### Placement by cell class

Fill, decap, tap and diode cells in grey.
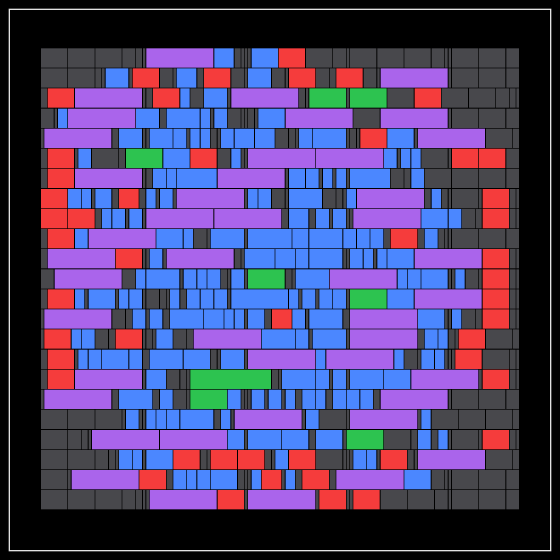
### Sequential cells coloured by netlist name

Bar = 20 microns. Other sequential cells in the stronger grey, the rest of the logic in the fainter grey.
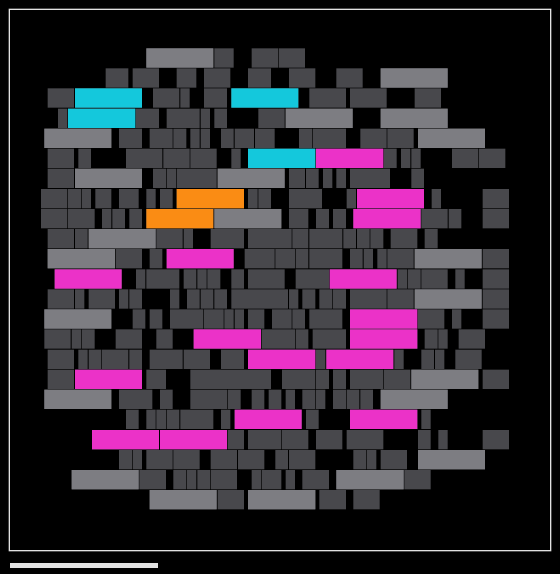
--- config.mk ---
export PLATFORM = sky130hd
export DESIGN_NAME = gen_argmax_flat
export DESIGN_NICKNAME = d
export VERILOG_FILES = /design/src/rtl/gen_argmax_if.sv /design/src/rtl/gen_argmax.sv /design/src/flat_wrapper.sv
export SDC_FILE = /design/constraint.sdc
export NUM_CORES = 1
export LEC_CHECK = 0
export CORE_MARGIN = 4
export CORE_UTILIZATION = 55
export CTS_CLUSTER_SIZE = 24
export DETAILED_ROUTE_END_ITERATION = 10
export PLACE_DENSITY = 0.9
export SLEW_MARGIN = 15
export SYNTH_ARGS = -nofsm -noshare
export SYNTH_HDL_FRONTEND = slang
export SYNTH_SLANG_ARGS = --single-unit
export TNS_END_PERCENT = 1
--- constraint.sdc ---
create_clock -name clk -period 5.1 [get_ports clk]
set_input_delay 1.02 -clock clk [delete_from_list [all_inputs] [get_ports clk]]
set_output_delay 1.02 -clock clk [all_outputs]
set_load 0.1 [all_outputs]
--- src/rtl/gen_argmax_if.sv ---
// Sample-in / result-out handshake bundle for gen_argmax.
// The DUT uses the slave modport; the producer/consumer side uses master.
interface gen_argmax_if #(
    parameter int DATA_W  = 16,
    parameter int N_CLASS = 4
);
    localparam int IDX_W = $clog2(N_CLASS);

    logic              in_valid;
    logic              in_ready;
    logic [DATA_W-1:0] in_data;
    logic              in_last;
    logic              out_valid;
    logic              out_ready;
    logic [IDX_W-1:0]  out_index;
    logic [DATA_W-1:0] out_value;

    modport master (
        output in_valid,
        input  in_ready,
        output in_data,
        output in_last,
        input  out_valid,
        output out_ready,
        input  out_index,
        input  out_value
    );

    modport slave (
        input  in_valid,
        output in_ready,
        input  in_data,
        input  in_last,
        output out_valid,
        input  out_ready,
        output out_index,
        output out_value
    );
endinterface

--- src/rtl/gen_argmax.sv ---
// Streaming argmax over fixed-length frames of N_CLASS activations, with one-hot LED latch.
// Define GEN_ARGMAX_SIGNED_EN for two's-complement comparison; unsigned otherwise.
module gen_argmax #(
    parameter int DATA_W  = 16,
    parameter int N_CLASS = 4
) (
    input  logic               clk,
    input  logic               rst,
    gen_argmax_if.slave        bus,
    output logic [N_CLASS-1:0] led,
    output logic               err_len
);
    localparam int IDX_W = $clog2(N_CLASS);
    localparam logic [IDX_W-1:0] LAST_CNT = IDX_W'(N_CLASS - 1);

    typedef enum logic {StScan, StHold} state_e;

    state_e              state_q, state_d;
    logic [IDX_W-1:0]    cnt_q, cnt_d;
    logic [DATA_W-1:0]   best_val_q, best_val_d;
    logic [IDX_W-1:0]    best_idx_q, best_idx_d;
    logic [DATA_W-1:0]   out_value_q, out_value_d;
    logic [IDX_W-1:0]    out_index_q, out_index_d;
    logic [N_CLASS-1:0]  led_q, led_d;
    logic                err_len_q, err_len_d;

    logic                xfer;
    logic                at_last;
    logic                greater;
    logic                take;
    logic [DATA_W-1:0]   cand_val;
    logic [IDX_W-1:0]    cand_idx;

`ifdef GEN_ARGMAX_SIGNED_EN
    assign greater = $signed(bus.in_data) > $signed(best_val_q);
`else
    assign greater = bus.in_data > best_val_q;
`endif

    assign bus.in_ready = (state_q == StScan);
    assign xfer         = bus.in_valid && bus.in_ready;
    assign at_last      = (cnt_q == LAST_CNT);

    // First sample of a frame always seeds the best; ties keep the earlier index.
    assign take     = (cnt_q == '0) || greater;
    assign cand_val = take ? bus.in_data : best_val_q;
    assign cand_idx = take ? cnt_q : best_idx_q;

    always_comb begin
        state_d     = state_q;
        cnt_d       = cnt_q;
        best_val_d  = best_val_q;
        best_idx_d  = best_idx_q;
        out_value_d = out_value_q;
        out_index_d = out_index_q;
        led_d       = led_q;
        err_len_d   = err_len_q;

        unique case (state_q)
            StScan: begin
                if (xfer) begin
                    best_val_d = cand_val;
                    best_idx_d = cand_idx;
                    // Frame length is counted; in_last is only cross-checked.
                    if (bus.in_last != at_last) begin
                        err_len_d = 1'b1;
                    end
                    if (at_last) begin
                        cnt_d       = '0;
                        out_value_d = cand_val;
                        out_index_d = cand_idx;
                        led_d       = N_CLASS'(1) << cand_idx;
                        state_d     = StHold;
                    end else begin
                        cnt_d = cnt_q + IDX_W'(1);
                    end
                end
            end
            StHold: begin
                if (bus.out_ready) begin
                    state_d = StScan;
                end
            end
            default: state_d = StScan;
        endcase
    end

    always_ff @(posedge clk or posedge rst) begin
        if (rst) begin
            state_q     <= StScan;
            cnt_q       <= '0;
            best_val_q  <= '0;
            best_idx_q  <= '0;
            out_value_q <= '0;
            out_index_q <= '0;
            led_q       <= '0;
            err_len_q   <= 1'b0;
        end else begin
            state_q     <= state_d;
            cnt_q       <= cnt_d;
            best_val_q  <= best_val_d;
            best_idx_q  <= best_idx_d;
            out_value_q <= out_value_d;
            out_index_q <= out_index_d;
            led_q       <= led_d;
            err_len_q   <= err_len_d;
        end
    end

    assign bus.out_valid = (state_q == StHold);
    assign bus.out_index = out_index_q;
    assign bus.out_value = out_value_q;
    assign led           = led_q;
    assign err_len       = err_len_q;

endmodule

--- src/flat_wrapper.sv ---
// flat-port wrapper written by rule: the top's interface ports become plain ports
module gen_argmax_flat 
#(
    parameter int DATA_W  = 16,
    parameter int N_CLASS = 4
)
  (clk, rst, led, err_len, bus_in_valid, bus_in_ready, bus_in_data, bus_in_last, bus_out_valid, bus_out_ready, bus_out_index, bus_out_value);
  gen_argmax_if #(.DATA_W(DATA_W), .N_CLASS(N_CLASS)) bus_i ();
  input  logic clk;
  input  logic rst;
  output logic [N_CLASS-1:0] led;
  output logic err_len;
  input wire logic [$bits(bus_i.in_valid)-1:0] bus_in_valid;
  output wire logic [$bits(bus_i.in_ready)-1:0] bus_in_ready;
  input wire logic [$bits(bus_i.in_data)-1:0] bus_in_data;
  input wire logic [$bits(bus_i.in_last)-1:0] bus_in_last;
  output wire logic [$bits(bus_i.out_valid)-1:0] bus_out_valid;
  input wire logic [$bits(bus_i.out_ready)-1:0] bus_out_ready;
  output wire logic [$bits(bus_i.out_index)-1:0] bus_out_index;
  output wire logic [$bits(bus_i.out_value)-1:0] bus_out_value;
  assign bus_i.in_valid = bus_in_valid;
  assign bus_in_ready = bus_i.in_ready;
  assign bus_i.in_data = bus_in_data;
  assign bus_i.in_last = bus_in_last;
  assign bus_out_valid = bus_i.out_valid;
  assign bus_i.out_ready = bus_out_ready;
  assign bus_out_index = bus_i.out_index;
  assign bus_out_value = bus_i.out_value;
  gen_argmax #(.DATA_W(DATA_W), .N_CLASS(N_CLASS)) u_core (.clk(clk), .rst(rst), .bus(bus_i), .led(led), .err_len(err_len));
endmodule
==> flow_metrics.py <==
# Synthesis and PnR figures
metrics = {
    "sta": {
        "setup_violations": 0,
        "finClkSkew_ns": 0.00709,
        "clock.fmax_mhz": 269,
        "rsz0062_at_grt": "false",
        "hold_viol": 0,
        "maxSlewHeadroom_pct": 34.9,
        "finalClockPeriodUsage_pct": 72.9,
        "tns_ns": 0,
        "period_minus_slack_ns": 3.72,
        "worst_pin_slew_ns": 0.973,
        "maxSlewViolCount": 0,
    },
    "detailed_routing": {
        "via_count": 1878,
        "drt_pass1_iterations": 4,
        "post_drt_via_cell_ratio": 5.76,
        "drtAntennaViolNets": 0,
        "routed_wl_microns": 5160,
        "drcViolationCount": 0,
        "drt_first_iter_violations": 90,
        "wl_per_cell_microns": 15.8,
    },
    "finish": {
        "final_cell_mix": "45 x clkdlybuf4s50_1, 44 x dfrtp_1, 22 x a21oi_1",
        "final_layout_size_suffix_gt1_share_pct": 6.52,
        "regArea_sq_um": 1100,
        "syn2layout_area_growth_pct": 25.1,
        "lay_top_count": "clkdlybuf4s50_1",
        "instances_no_fill": 326,
        "nets": 314,
        "mi_logic_area_sq_um": 1080,
        "insertedDiodeCount": 0,
        "n_fill_cell": 297,
    },
    "clock_network": {
        "postCtsSetupBuffers": 0,
        "cts_resized": 0,
        "cts_max_path_buffers": 2,
        "worstSkewPairLatency_ns": 0.30,
        "holdBufCountCts": 0,
        "clock-sinks": 44,
        "clk_pin_slew_ns": 0.09,
        "h-tree-depth": 2,
        "cts_tree": "done",
        "numCtsBuffers": 5,
        "cts_root_buf": "clkbuf_8",
    },
    "setup_path": {
        "cp_slowest_cell": "and2_1",
        "rrSetupSlack_ns": 2.19,
        "path_cells": "clkdlybuf4s50_1 -> ha_1 -> nand4_1 -> or4_4 -> a21o_1 -> a31oi_4 -> and2_1 -> mux2_4",
        "worstReg2RegStart": "u_core.best_val_q[15]$_DFFE_PP0P_",
        "r2r-end": "u_core.best_val_q[0]$_DFFE_PP0P_",
        "critPathMaxStageDelay_ns": 0.61,
        "cp.required_ns": 5.29,
        "path_max_fanout": 18,
        "arrival_ns": 3.91,
        "ff2ff_path_depth": 8,
        "critPathLaunch": "bus_in_data[14]",
        "worst_setup_path_start_kind": "input port",
        "end_kind": "flip-flop",
        "critPathKind": "input port to flip-flop",
    },
    "floorplan": {
        "design.core.area_sq_um": 4060,
        "boundaryPins": 46,
        "rows": 23,
        "die_h_microns": 73.1,
        "die_w_microns": 73.1,
        "floorplan.core_util_pct": 57.5,
        "die_area_sq_um": 5350,
    },
    "synthesis": {
        "fp_nets": 272,
        "yosys_register_bits": 44,
        "ys_sh_simple_pct": 12.2,
        "largest_area_cell": "dfrtp_1",
        "yosys_warnings": 0,
        "topCellsByArea": "dfrtp_1 47%, ha_1 9.7%, mux2i_1 7.3%, a21oi_1 4.7%, nand3_1 3.9%",
        "synthDominantCellAreaShare_pct": 47.2,
        "ys_cells": 233,
        "netlist_area_sq_um": 2330,
        "yosysUniqueCellTypes": 35,
        "compound_area_share_pct": 15.4,
        "mux_area_share_pct": 8.58,
        "netlist_instances": 233,
        "topCombFamilyByArea": "AND-OR/OR-AND gates",
        "adder_share_pct": 9.65,
        "syn_area_per_cell_sq_um": 10.0,
        "ys_seq_share_pct": 47.2,
        "xor_area_share_pct": 0.375,
        "ys_area_sq_um": 2330,
    },
    "worst_hold_path": {
        "worstHoldPathCells": 1,
        "min_path_type": "flip-flop to flip-flop",
        "min_from": "u_core.err_len$_DFFE_PP0P_",
        "whs_endpoint": "u_core.err_len$_DFFE_PP0P_",
    },
    "global_routing": {
        "antenna_found_initial": 0,
        "grt_pass1_wl_microns": 8770,
        "grt_pass1_vias": 1949,
        "grt-ovfl-total": 0,
        "grt_start_max_net_pins": 45,
        "track_usage_pct": 21.4,
    },
    "place": {
        "place.gp.congestion": 0.792,
        "placedCellCount": 318,
        "hpwlAfterDp_microns": 3540,
        "port_buffers": 45,
    },
    "status": {
        "status": "finished clean",
    },
    "flow_run": {
        "warnings": 27,
        "drv_cap": 0,
    },
}
About 'Placement by cell class':
| class | colour | cells | share of their area |
|---|---|---|---|
| clock drivers and dummy loads | green | 8 | 4.4% |
| remaining buffers and delay cells | red | 48 | 17% |
| combinational and other logic | blue | 176 | 40% |
| sequential cells | purple | 44 | 39% |

About 'Sequential cells coloured by netlist name':
| name in the netlist | colour | flops |
|---|---|---|
| `u_core.best_val_q` | magenta | 16 |
| `u_core.best_idx_q` | orange | 2 |
| `u_core.led` | cyan | 4 |
not coloured: 22

==> flip-flops by register name, indices dropped and copies added, names as in the netlist <==
register and cells:
u_core.bus.out_index 2, u_core.err_len 1, u_core.best_val_q 16, u_core.led 4, u_core.cnt_q 2, u_core.best_idx_q 2, u_core.bus.out_valid 1, u_core.bus.out_value 16
==> worst max-delay path, delay by kind of cell <==
| family | cells | cell delay (ns) |
|---|---|---|
| compound gates | 2 | 0.37 |
| fa+ha+maj | 1 | 0.33 |
| buf+inv | 1 | 0.47 |
| mux | 1 | 0.35 |
| simple gates | 3 | 1.37 |
==> metal layers <==
| metal | part of all wire, % | wire, microns | global-route usage [%] | vias up |
|---|---|---|---|---|
| met4 | 2.0 | 104 | 9.22 | 0 |
| met1 | 45 | 2310 | 27.1 | 915 |
| met2 | 49 | 2510 | 34.8 | 48 |
| met3 | 4.6 | 235 | 5.10 | 10 |
| li1 | - | - | - | 905 |
| met5 | 0 | 0 | 0 | - |
==> final cells by class <==
class,count,area share [%]
clock buffers,7,3.30
clock inverters,1,1.03
inverters,21,2.70
multi-input cells,155,36.9
flip-flops and latches,44,37.7
well taps,50,2.14
repair buffers,48,16.2
==> Yosys cell counts <==
cell and instances:
o211ai_1 1, o21ai_1 10, buf_2 1, o21ai_0 12, o41ai_1 2, a211oi_1 1, nor2b_1 2, nand3_1 18
ha_1 18, nor2_1 21, a31o_2 1, o21a_1 1, nor3_4 1, a32o_1 1, a21o_1 3, mux2_4 2
nand4_1 3, a221o_1 1, clkbuf_1 6, nor3_1 2, dfrtp_1 44, buf_6 2, a21oi_1 22, buf_1 1
mux2i_1 17, nand2_1 7, and2_1 2, buf_4 3, nor3b_1 1, inv_1 21, a2bb2oi_1 1, a31oi_4 1
a32oi_1 2, or4_4 1, xor2_1 1
==> cell families after synthesis <==
logic type / count (synthesis)
AOI/OAI and AO/OA: 59
xor gates and xnor gates: 1
adders and majority gates: 18
buffers and inverters: 34
DFF: 44
muxes: 19
and+or+nand+nor: 58
==> through the flow <==
step / hold slack [ns] / instance area (sq um) / worst slack, ns / utilization (%)
global route: 0.502 / 2920 / 1.29 / 72.0
floorplan: 0.492 / 2330 / 2.02 / -
detailed placement: 0.444 / 2790 / 1.12 / 68.8
finish: 0.462 / 2920 / 1.38 / 72.0
global placement: 0.441 / 2790 / 1.20 / 68.8
CTS: 0.464 / 2920 / 1.42 / 71.9
==> worst max path at each step <==
stage | end | slack, ns | cells after the start
global placement | u_core.best_idx_q[1]$_DFFE_PP0P_ | 1.20 | 8
global route | u_core.best_idx_q[1]$_DFFE_PP0P_ | 1.29 | 8
finish | u_core.best_val_q[0]$_DFFE_PP0P_ | 1.38 | 8
detailed placement | u_core.best_idx_q[1]$_DFFE_PP0P_ | 1.12 | 8
CTS | u_core.best_idx_q[1]$_DFFE_PP0P_ | 1.42 | 8
floorplan | u_core.best_idx_q[1]$_DFFE_PP0P_ | 2.02 | 8
